**config.mk**
```make
export PLATFORM = sky130hd
export DESIGN_NAME = spi_reg_bank_ctrl
export DESIGN_NICKNAME = d
export VERILOG_FILES = /design/src/rtl/spi_reg_bank_ctrl.sv
export SDC_FILE = /design/constraint.sdc
export NUM_CORES = 1
export LEC_CHECK = 0
export ABC_AREA = 1
export CORE_MARGIN = 4
export CORE_UTILIZATION = 40
export CTS_CLUSTER_SIZE = 16
export DETAILED_ROUTE_END_ITERATION = 8
export SYNTH_ARGS = -nofsm -noshare
export SYNTH_HDL_FRONTEND = slang
export SYNTH_SLANG_ARGS = --single-unit
```
**constraint.sdc**
```tcl
create_clock -name clk_in -period 15.4 [get_ports clk_in]
set_input_delay 4.62 -clock clk_in [delete_from_list [all_inputs] [get_ports clk_in]]
set_output_delay 4.62 -clock clk_in [all_outputs]
set_load 0.1 [all_outputs]
```
**src/rtl/spi_reg_bank_ctrl.sv**
```systemverilog
// Command decoder and double-buffered register bank fed by the SPI byte receiver.
// Data bytes land in a shadow bank; the whole shadow bank is copied to the
// active bank in a single cycle when the transaction closes.
module spi_reg_bank_ctrl #(
    parameter int unsigned NUM_REGS = 16,
    parameter int unsigned ADDR_W   = 4
) (
    input  logic                  clk_in,
    input  logic                  reset_in,
    input  logic [7:0]            rx_data_in,
    input  logic                  rx_valid_in,
    input  logic                  transaction_valid_in,
    output logic [NUM_REGS*8-1:0] regs_out,
    output logic                  commit_out,
    output logic                  busy_out,
    output logic                  err_out
);

    localparam int unsigned IDX_W = (NUM_REGS > 1) ? $clog2(NUM_REGS) : 1;

    typedef enum logic [2:0] {
        ST_IDLE,
        ST_CMD,
        ST_DATA,
        ST_SKIP,
        ST_COMMIT
    } state_t;

    state_t           state_q, state_d;
    logic [IDX_W-1:0] addr_q, addr_d;
    logic             inc_q, inc_d;
    logic             dirty_q, dirty_d;
    logic             armed_q, armed_d;
    logic             err_q, err_d;
    logic             commit_q, commit_d;
    logic             busy_q, busy_d;
    logic [7:0]       shadow_q [NUM_REGS];
    logic [7:0]       shadow_d [NUM_REGS];
    logic [7:0]       active_q [NUM_REGS];
    logic [7:0]       active_d [NUM_REGS];

    logic [ADDR_W-1:0] cmd_addr;
    assign cmd_addr = rx_data_in[ADDR_W-1:0];

    // Next-state, bank update and registered output logic
    always_comb begin
        state_d  = state_q;
        addr_d   = addr_q;
        inc_d    = inc_q;
        dirty_d  = dirty_q;
        err_d    = err_q;
        shadow_d = shadow_q;
        active_d = active_q;
        // A start is only honoured after chip select has been seen low once,
        // so a stream cut by reset is ignored until it restarts cleanly.
        armed_d  = armed_q | ~transaction_valid_in;

        case (state_q)
            ST_IDLE: begin
                if (armed_q && transaction_valid_in) begin
                    state_d = ST_CMD;
                    err_d   = 1'b0;
                end
            end
            ST_CMD: begin
                if (rx_valid_in) begin
                    if (!rx_data_in[7]) begin
                        state_d = ST_SKIP;
                    end else if (32'(cmd_addr) >= NUM_REGS) begin
                        state_d = ST_SKIP;
                        err_d   = 1'b1;
                    end else begin
                        addr_d  = cmd_addr[IDX_W-1:0];
                        inc_d   = rx_data_in[6];
                        state_d = ST_DATA;
                    end
                end
                if (!transaction_valid_in) begin
                    state_d = ST_COMMIT;
                end
            end
            ST_DATA: begin
                if (rx_valid_in) begin
                    shadow_d[addr_q] = rx_data_in;
                    dirty_d          = 1'b1;
                    if (inc_q) begin
                        addr_d = (addr_q == IDX_W'(NUM_REGS - 1)) ? '0 : addr_q + IDX_W'(1);
                    end
                end
                if (!transaction_valid_in) begin
                    state_d = ST_COMMIT;
                end
            end
            ST_SKIP: begin
                if (!transaction_valid_in) begin
                    state_d = ST_COMMIT;
                end
            end
            ST_COMMIT: begin
                if (dirty_q) begin
                    active_d = shadow_q;
                end
                dirty_d = 1'b0;
                state_d = ST_IDLE;
            end
            default: begin
                state_d = ST_IDLE;
            end
        endcase

        commit_d = (state_d == ST_COMMIT) && dirty_d;
        busy_d   = (state_d != ST_IDLE);
    end

    // State, bank and output registers
    always_ff @(posedge clk_in or posedge reset_in) begin
        if (reset_in) begin
            state_q  <= ST_IDLE;
            addr_q   <= '0;
            inc_q    <= 1'b0;
            dirty_q  <= 1'b0;
            armed_q  <= 1'b0;
            err_q    <= 1'b0;
            commit_q <= 1'b0;
            busy_q   <= 1'b0;
            shadow_q <= '{default: 8'h00};
            active_q <= '{default: 8'h00};
        end else begin
            state_q  <= state_d;
            addr_q   <= addr_d;
            inc_q    <= inc_d;
            dirty_q  <= dirty_d;
            armed_q  <= armed_d;
            err_q    <= err_d;
            commit_q <= commit_d;
            busy_q   <= busy_d;
            shadow_q <= shadow_d;
            active_q <= active_d;
        end
    end

    // Flatten the active bank onto the output bus
    for (genvar g = 0; g < NUM_REGS; g++) begin : g_regs
        assign regs_out[g*8 +: 8] = active_q[g];
    end

    assign commit_out = commit_q;
    assign busy_out   = busy_q;
    assign err_out    = err_q;

endmodule

```
Figure 1. Clock nets.
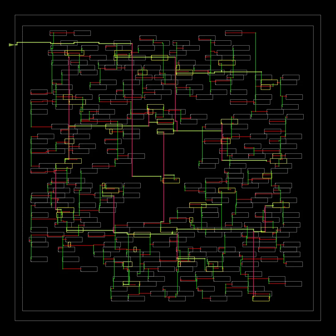
Clock Skew: 9.83 ps
clkbuf count: 44
layout sequential cell count: 268
CTS Buf Count: 28

Figure 2. M2 wires.
Scale: 3 px per µm. Cells faint in the background.
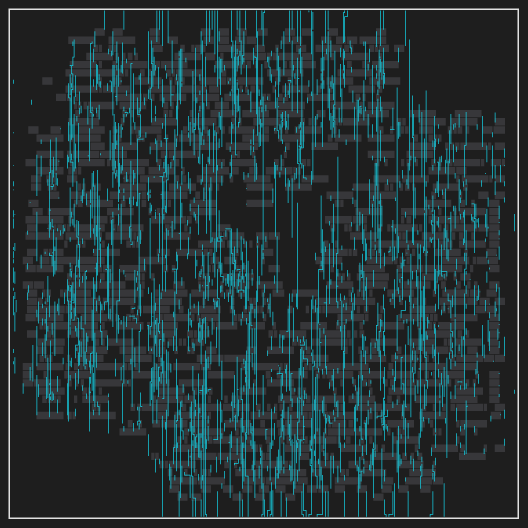
longest straight run: 64.3 µm
share of all routed wire: 44%
wire length on this layer: 10100 µm

==> results.toml <==
# flow metrics
[worst_setup_path]
cp_top_family = "buffers and inverters"
cp_num_cells = 4
r2r_slack_ps = 12940
r2r-start = "state_q[1]$_DFF_PP0_"

[floorplanning]
die_height_um = 169
taps = 330

[synth]
synth_chip_area_mm2 = 0.0104
ys_sh_mux_pct = 0
top_cell_area_share_pct = 64.5
synth_cells = 1081
synth.distinct_cells = 23
ys_sh_aoi_pct = 12.7

[cts]
cts_root_buffer = "clkbuf_16"
cts_tree = "built"

[pwr]
power.group.top = "registers"
p_seq_share_pct = 41.8

[worst_hold_path]
hold_path_depth = 1

[finish]
comb_area_share_pct = 21.5

[flow_run]
warnings = 33

[sta]
rsz0062_at_grt = "false"
slew-limit-headroom_pct = 27.4
hold_violations = 0
tns_ps = 0

[run_status]
outcome = "completed"

[global_route]
met1_usage_pct = 24.7

[place]
dp_slack_ps = 7690
port-buffer-count = 141

[drt]
vias = 7241
